===== src/rtl/alarm_pkg.sv =====
// Shared types and constants for the alarm-clock mode/alarm controller.
package alarm_pkg;

  // Controller states; the numeric value is what the mode output carries.
  typedef enum logic [2:0] {
    ST_RUN     = 3'd0,
    ST_SET_HR  = 3'd1,
    ST_SET_MIN = 3'd2,
    ST_AL_HR   = 3'd3,
    ST_AL_MIN  = 3'd4
  } alarm_state_e;

  // Bit ranges of the BCD HHMMSS fields.
  localparam int HR_HI  = 23;
  localparam int HR_LO  = 16;
  localparam int MIN_HI = 15;
  localparam int MIN_LO = 8;
  localparam int SEC_HI = 7;
  localparam int SEC_LO = 0;

  // Modulo selectors for the two-digit BCD incrementer.
  localparam logic [6:0] MOD_HR  = 7'd24;
  localparam logic [6:0] MOD_MIN = 7'd60;

  localparam int          SNOOZE_MINS       = 5;
  localparam logic [23:0] DEFAULT_ALARM_BCD = 24'h070000;

endpackage


===== src/rtl/bcd2_inc_wrap.sv =====
// Two-digit BCD increment with wrap. i_mod selects 24 (hours) or 60
// (minutes); any value other than 24 is treated as 60. The top value
// wraps to 00 and raises o_carry. Purely combinational.
module bcd2_inc_wrap (
  input  logic [7:0] i_val,
  input  logic [6:0] i_mod,
  output logic [7:0] o_val,
  output logic       o_carry
);

  logic [7:0] w_last;

  assign w_last = (i_mod == 7'd24) ? 8'h23 : 8'h59;

  // BCD ordering matches binary ordering for valid digits, so a plain
  // compare finds the wrap point (and also folds any out-of-range value to 00).
  always_comb begin
    o_carry = 1'b0;
    if (i_val >= w_last) begin
      o_val   = 8'h00;
      o_carry = 1'b1;
    end else if (i_val[3:0] >= 4'd9) begin
      o_val = {i_val[7:4] + 4'd1, 4'd0};
    end else begin
      o_val = {i_val[7:4], i_val[3:0] + 4'd1};
    end
  end

endmodule


===== src/rtl/alarm_ctrl.sv =====
// Mode and alarm controller: walks the user through time-set and
// alarm-set modes, loads the edited time into the clock counter,
// compares the stored alarm against running time and drives ring.
// Optional snooze is built only when ALARM_SNOOZE_EN is defined.
module alarm_ctrl
  import alarm_pkg::*;
#(
  parameter logic [23:0] DEFAULT_ALARM = DEFAULT_ALARM_BCD
) (
  input  logic        CLK100MHZ,
  input  logic        reset,
  input  logic        btn_mode,
  input  logic        btn_inc,
  input  logic        btn_snooze,
  input  logic        alarm_en,
  input  logic [23:0] time_bcd,
  output logic        load,
  output logic [23:0] load_bcd,
  output logic [23:0] alarm_bcd,
  output logic        ring,
  output logic [2:0]  mode,
  output logic [23:0] disp_bcd
);

  localparam logic [2:0] S_RUN     = ST_RUN;
  localparam logic [2:0] S_SET_HR  = ST_SET_HR;
  localparam logic [2:0] S_SET_MIN = ST_SET_MIN;
  localparam logic [2:0] S_AL_HR   = ST_AL_HR;
  localparam logic [2:0] S_AL_MIN  = ST_AL_MIN;

  logic [2:0]  r_state;
  logic [23:0] r_edit;
  logic        r_load;
  logic [23:0] r_load_bcd;
  logic [23:0] r_alarm;
  logic [23:0] r_disp;
  logic        r_ring;
  logic        r_hit_q;
  logic [15:0] r_match_hm;

  logic [7:0]  w_hr_inc;
  logic [7:0]  w_min_inc;
  logic        w_unused_hr_c;
  logic        w_unused_min_c;
  logic        w_al_hit;
  logic        w_snz_hit;
  logic        w_snz_press;
  logic        w_hit;
  logic        w_ring_set;
  logic        w_ring_clr;

  bcd2_inc_wrap u_hr_inc (
    .i_val   (r_edit[HR_HI:HR_LO]),
    .i_mod   (MOD_HR),
    .o_val   (w_hr_inc),
    .o_carry (w_unused_hr_c)
  );

  // Minute editing never carries into hours.
  bcd2_inc_wrap u_min_inc (
    .i_val   (r_edit[MIN_HI:MIN_LO]),
    .i_mod   (MOD_MIN),
    .o_val   (w_min_inc),
    .o_carry (w_unused_min_c)
  );

`ifdef ALARM_SNOOZE_EN
  logic        r_snz_vld;
  logic [15:0] r_snz_hm;
  logic [7:0]  w_snz_min [0:SNOOZE_MINS];
  logic [SNOOZE_MINS-1:0] w_snz_c;
  logic [7:0]  w_snz_hr_inc;
  logic        w_unused_snz_hr_c;
  logic [15:0] w_snz_target;

  // Matched minute plus SNOOZE_MINS as a chain of single increments; at
  // most one link can wrap, and that wrap bumps the hour (23 wraps to 00).
  assign w_snz_min[0] = r_match_hm[7:0];
  for (genvar g = 0; g < SNOOZE_MINS; g++) begin : g_snz
    bcd2_inc_wrap u_snz_min (
      .i_val   (w_snz_min[g]),
      .i_mod   (MOD_MIN),
      .o_val   (w_snz_min[g+1]),
      .o_carry (w_snz_c[g])
    );
  end

  bcd2_inc_wrap u_snz_hr (
    .i_val   (r_match_hm[15:8]),
    .i_mod   (MOD_HR),
    .o_val   (w_snz_hr_inc),
    .o_carry (w_unused_snz_hr_c)
  );

  assign w_snz_target = {((|w_snz_c) ? w_snz_hr_inc : r_match_hm[15:8]),
                         w_snz_min[SNOOZE_MINS]};
  assign w_snz_hit    = r_snz_vld && (time_bcd[HR_HI:MIN_LO] == r_snz_hm);
  assign w_snz_press  = btn_snooze && r_ring;

  // Snooze target: armed by a snooze press while ringing, dropped on mode/disarm.
  always_ff @(posedge CLK100MHZ) begin
    if (reset) begin
      r_snz_vld <= 1'b0;
      r_snz_hm  <= '0;
    end else if (btn_mode || !alarm_en) begin
      r_snz_vld <= 1'b0;
    end else if (w_snz_press) begin
      r_snz_vld <= 1'b1;
      r_snz_hm  <= w_snz_target;
    end
  end
`else
  logic w_unused_snooze;

  assign w_unused_snooze = btn_snooze;
  assign w_snz_hit       = 1'b0;
  assign w_snz_press     = 1'b0;
`endif

  // A hit is the top of a matching minute; ring only on its first cycle so
  // a dismissed alarm does not re-trigger for the rest of that second.
  assign w_al_hit   = (time_bcd[HR_HI:MIN_LO] == r_alarm[HR_HI:MIN_LO]);
  assign w_hit      = alarm_en && (time_bcd[SEC_HI:SEC_LO] == 8'h00) &&
                      (w_al_hit || w_snz_hit);
  assign w_ring_set = (r_state == S_RUN) && w_hit && !r_hit_q;
  assign w_ring_clr = btn_mode || !alarm_en || w_snz_press ||
                      (r_ring && (time_bcd[HR_HI:MIN_LO] != r_match_hm));

  // Mode sequencing, clock load pulse and alarm write-back.
  always_ff @(posedge CLK100MHZ) begin
    if (reset) begin
      r_state    <= S_RUN;
      r_load     <= 1'b0;
      r_load_bcd <= '0;
      r_alarm    <= DEFAULT_ALARM;
    end else begin
      r_load <= 1'b0;
      case (r_state)
        S_RUN:     if (btn_mode && !r_ring) r_state <= S_SET_HR;
        S_SET_HR:  if (btn_mode) r_state <= S_SET_MIN;
        S_SET_MIN: if (btn_mode) begin
                     r_state    <= S_AL_HR;
                     r_load     <= 1'b1;
                     r_load_bcd <= r_edit;
                   end
        S_AL_HR:   if (btn_mode) r_state <= S_AL_MIN;
        S_AL_MIN:  if (btn_mode) begin
                     r_state <= S_RUN;
                     r_alarm <= r_edit;
                   end
        default:   r_state <= S_RUN;
      endcase
    end
  end

  // Edit register: seeded on mode entry, stepped by inc; mode beats inc.
  always_ff @(posedge CLK100MHZ) begin
    case (r_state)
      S_RUN: if (btn_mode && !r_ring) r_edit <= {time_bcd[HR_HI:MIN_LO], 8'h00};
      S_SET_HR, S_AL_HR: if (!btn_mode && btn_inc) r_edit[HR_HI:HR_LO] <= w_hr_inc;
      S_SET_MIN: begin
        if (btn_mode)     r_edit <= r_alarm;
        else if (btn_inc) r_edit[MIN_HI:MIN_LO] <= w_min_inc;
      end
      S_AL_MIN: if (!btn_mode && btn_inc) r_edit[MIN_HI:MIN_LO] <= w_min_inc;
      default: ;
    endcase
  end

  // Display follows running time in RUN and the edit value elsewhere.
  always_ff @(posedge CLK100MHZ) begin
    if (reset) r_disp <= '0;
    else       r_disp <= (r_state == S_RUN) ? time_bcd : r_edit;
  end

  // Ring output, remembering which HH:MM set it for auto-off and snooze.
  always_ff @(posedge CLK100MHZ) begin
    if (reset) begin
      r_ring     <= 1'b0;
      r_hit_q    <= 1'b0;
      r_match_hm <= '0;
    end else begin
      r_hit_q <= w_hit;
      if (w_ring_clr) begin
        r_ring <= 1'b0;
      end else if (w_ring_set) begin
        r_ring     <= 1'b1;
        r_match_hm <= time_bcd[HR_HI:MIN_LO];
      end
    end
  end

  assign load      = r_load;
  assign load_bcd  = r_load_bcd;
  assign alarm_bcd = r_alarm;
  assign ring      = r_ring;
  assign mode      = r_state;
  assign disp_bcd  = r_disp;

endmodule


===== config.mk =====
export PLATFORM = sky130hd
export DESIGN_NAME = alarm_ctrl
export DESIGN_NICKNAME = d
export VERILOG_FILES = /design/src/rtl/alarm_pkg.sv /design/src/rtl/bcd2_inc_wrap.sv /design/src/rtl/alarm_ctrl.sv
export SDC_FILE = /design/constraint.sdc
export NUM_CORES = 1
export LEC_CHECK = 0
export CAP_MARGIN = 20
export CORE_MARGIN = 1
export CORE_UTILIZATION = 35
export DETAILED_ROUTE_END_ITERATION = 6
export GPL_ROUTABILITY_DRIVEN = 0
export HOLD_SLACK_MARGIN = 0.02
export SETUP_SLACK_MARGIN = 0.5
export SYNTH_ARGS = -nofsm -noshare
export SYNTH_HDL_FRONTEND = slang
export SYNTH_SLANG_ARGS = --single-unit

===== constraint.sdc =====
create_clock -name CLK100MHZ -period 6.2 [get_ports CLK100MHZ]
set_clock_uncertainty 0.2 [all_clocks]
set_input_delay 1.24 -clock CLK100MHZ [delete_from_list [all_inputs] [get_ports CLK100MHZ]]
set_output_delay 1.24 -clock CLK100MHZ [all_outputs]
set_load 0.01 [all_outputs]

Fig. 1: register map, names as in the netlist
Scale: 4 px per µm.
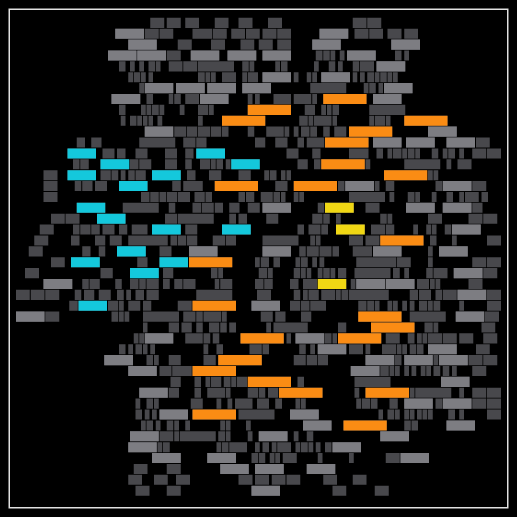
Key: yellow = `mode` [sequential cells 3]; cyan = `r_match_hm` [sequential cells 16, where west]; orange = `r_edit` [sequential cells 24]
Another 75 sequential cells are not colored.

Fig. 2: routed metal, one color a layer
Scale: 4 px per µm. Only two layers are drawn.
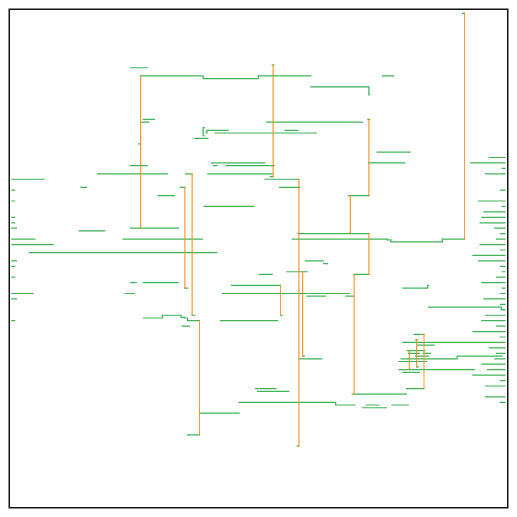
Key: green = met3 [wire length 927 µm]; orange = met4 [wire length 401 µm]

Fig. 3: track usage over the die
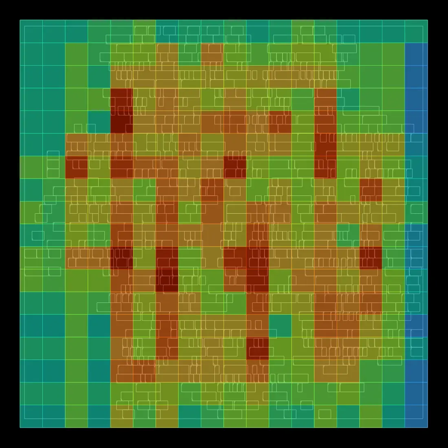
met1 Track Usage GR: 0.2789
GR met3 Demand/Resource: 0.05026
most used routing layer in global routing: met2

==> COMMIT_EDITMSG <==
Update PnR metrics after Yosys + OpenROAD run

* Final hold vios: 0
- In this run the tool buffered the top-level ports with 105 buffer cells.
- According to the floorplan report, the die height is 124.3 µm.
- Share of power burned in the clock network: 0.456
* Net Sw Frac: 0.2473
- Across all stage logs, warnings added up to 33.
* Maximum number of pins on one net before global-route repair: around 95
- The post-placement cell area is 0.006374 mm².
* TritonCTS buffer count: 17
- Top logic cell by instance count in the layout: nand2_1
* Net load switching power: 484.8 µW
* Detailed-route wire length: roughly 16000 µm
- The required time at the worst endpoint is listed as 6270 ps.
- 107 I/O pins were placed.
* Largest area contributor in the synthesized netlist: dfxtp_1
- Detailed-route iteration 0 reported a violation count of 470.
- After filler insertion, the fill cell instance count of the layout stands at about 1400.
* Main flop type after synthesis: dfxtp_1
* Least-Margin Pin Slew: 1074 ps
* Synthesized area: 0.005231 mm²
- Max clock buf depth: 2
- The script computed a power per unit cell area of 281.1 mW/mm².
- In the final layout, the share of cells above drive strength 1 is 0.05398.
- Crit path kind: input pin to flop
- Final setup violating endpoints: 0
- Core Util at FP: 0.3599
- Post-cts sizing count: 0
* Number of optimization iterations in the first detailed-route pass: 5
- Number of storage elements in the synthesis netlist: about 120
- Post-route period utilization is reported as 0.5716.
- Synth warnings: 0
- Type of the worst min-delay path: flop to flop
* Post-synthesis sequential area ratio: 0.4975
- In this run the post-CTS setup repair buffer count came out at 0.
- Maximum clock rate: 282.2 MHz
- The run finished with clean final reports.
- Post-cts hold-fix buffer tally: 0
- Most common logic cells in the final layout: nand2_1 (149), clkdlybuf4s50_1 (104), dfxtp_1 (94)
* Initial antenna violation count: 0
- CP top delay family: simple AND/OR/NAND/NOR gates
- Yosys stat counts 598 cells in the synthesized netlist.
- The routed design could run at a clock period as short as roughly 3500 ps.
- The area fraction of the largest cell type after synthesis is 0.3597.
* Clock transition at the registers of the reported paths: 50 ps
* Synthesized area per cell: 8.748 µm²
- DR vias: around 4800
- Area reported by Yosys stat: between 0.005 and 0.006 mm²
- Antenna diode count: 0
- Detailed placement ended at an HPWL of 10380 µm.
- Critical-path top delay cell: nand3_1
- Total die size: 0.01544 mm²
- Largest cells by area after synthesis: dfxtp_1 (36%), edfxtp_1 (14%), nand2_1 (11%)
- In this run the core area contains 44 standard-cell rows.
- Listed in order, past its start point the critical path passes clkdlybuf4s50_1 > xor2_1 > nor4_1 > nand3_1 > o31ai_1 > a21oi_1.
- The max-slew check reports its worst relative slack as 0.2817.
* Post-route ant nets: 0
- The global routing report lists combined usage of all routing layers as 0.2064.
- Setup TNS: 0 ps
- The finished cells cover ~0.007 mm².
- Max Transition Viols Final: 0
- The power report attributes to the sequential group a share of 0.437.
- Yosys mapped the design onto 44 distinct sky130hd cell types.
- Launching element type of the critical path: input pin
* Leakage: 0.002450 µW
* Total gr overflow: 0
- The net count of the finished layout is 731.
- Setup repair after global routing left no endpoint under its margin.
* Post-Synthesis Cells: between 500 and 600
* Bufs and invs on worst path: 1
- Growth of design area from synthesis to finish: 33.32%
* Vias/cell: 5.427
worst reg2reg max path: stages (launching register included):
cell and delay, ps:
dfxtp_1 490, or2b_1 320, nor2_1 530, nand2_1 730, nand2_1 250, a21oi_1 90
sequential cells by signal (all words and copies together) (netlist names):
signal / flops
load_bcd: 24
r_hit_q: 1
disp_bcd: 24
r_match_hm: 16
r_edit: 24
alarm_bcd: 24
ring: 1
mode: 3
load: 1
cell families after synthesis:
kind of cell / count (synthesis) / share of synthesized area
buf+inv: 50 / 0.04185
simple gates: 231 / 0.2016
compound gates: 152 / 0.1732
xor+xnor: 37 / 0.06195
fa+ha+maj: 10 / 0.02392
flops: 118 / 0.4975
cell type report:
class / count / area (µm²) / share of cell area
clock buffers: 28 / 516.7 / 0.07409
clock inverters: 4 / 17.52 / 0.002512
inverters: 12 / 45.04 / 0.006459
multi-input cells: 430 / 2420 / 0.3470
flip-flops and latches: 118 / 2603 / 0.3732
well taps: 184 / 230.2 / 0.03301
repair buffers: 112 / 1142 / 0.1638
metal layers:
layer	share of wire	vias up	track usage
met4	0.025	0	0.08930
met3	0.059	36	0.05026
met5	0	-	0
met2	0.46	201	0.3123
met1	0.46	2316	0.2789
li1	-	2266	-
power groups by stage:
| stage | sequential, µW | combinational (µW) | clock [µW] |
|---|---|---|---|
| finish | 856 | 211 | 893 |
| global route | 860 | 231 | 937 |
| CTS | 855 | 210 | 899 |
| detailed placement | 870 | 209 | 0 |
| global placement | 869 | 206 | 0 |
| floorplan | 867 | 104 | 0 |
Yosys cell counts, types with 9 or more instances:
library cell / instances
edfxtp_1: 24
a22oi_1: 12
dfxtp_1: 94
and2_1: 9
a21oi_1: 90
nand4_1: 22
xor2_1: 13
ha_1: 10
o21ai_0: 16
inv_1: 12
nor2_1: 14
o31ai_1: 17
xnor2_1: 24
clkbuf_1: 31
nand2_1: 149
worst paths after layout:
path / startpoint / end / slack, ps / depth (start not counted)
hold / removal: load_bcd[0] / load_bcd[0] / 250 / 2
setup / recovery: time_bcd[9] / r_match_hm[7] / 2660 / 6
hold reg to reg: load_bcd[0] / load_bcd[0] / 250 / 2
setup reg to reg: mode[1] / load_bcd[18] / 3420 / 5
per-stage QoR:
| stage | instances | util | worst slack (ps) | hold WS, ps | power, µW |
|---|---|---|---|---|---|
| after floorplan | 598 | - | 3199 | 256.4 | 971.1 |
| after global placement | 853 | 0.4385 | 2368 | 244.2 | 1076 |
| after detailed placement | 853 | 0.4385 | 2273 | 247.0 | 1079 |
| after CTS | 885 | 0.4753 | 2704 | 254.0 | 1964 |
| after global routing | 888 | 0.4799 | 2496 | 279.5 | 2028 |
| final | 888 | 0.4799 | 2656 | 252.8 | 1960 |
No activity file was given, so power comes from the tool's default toggle rates.
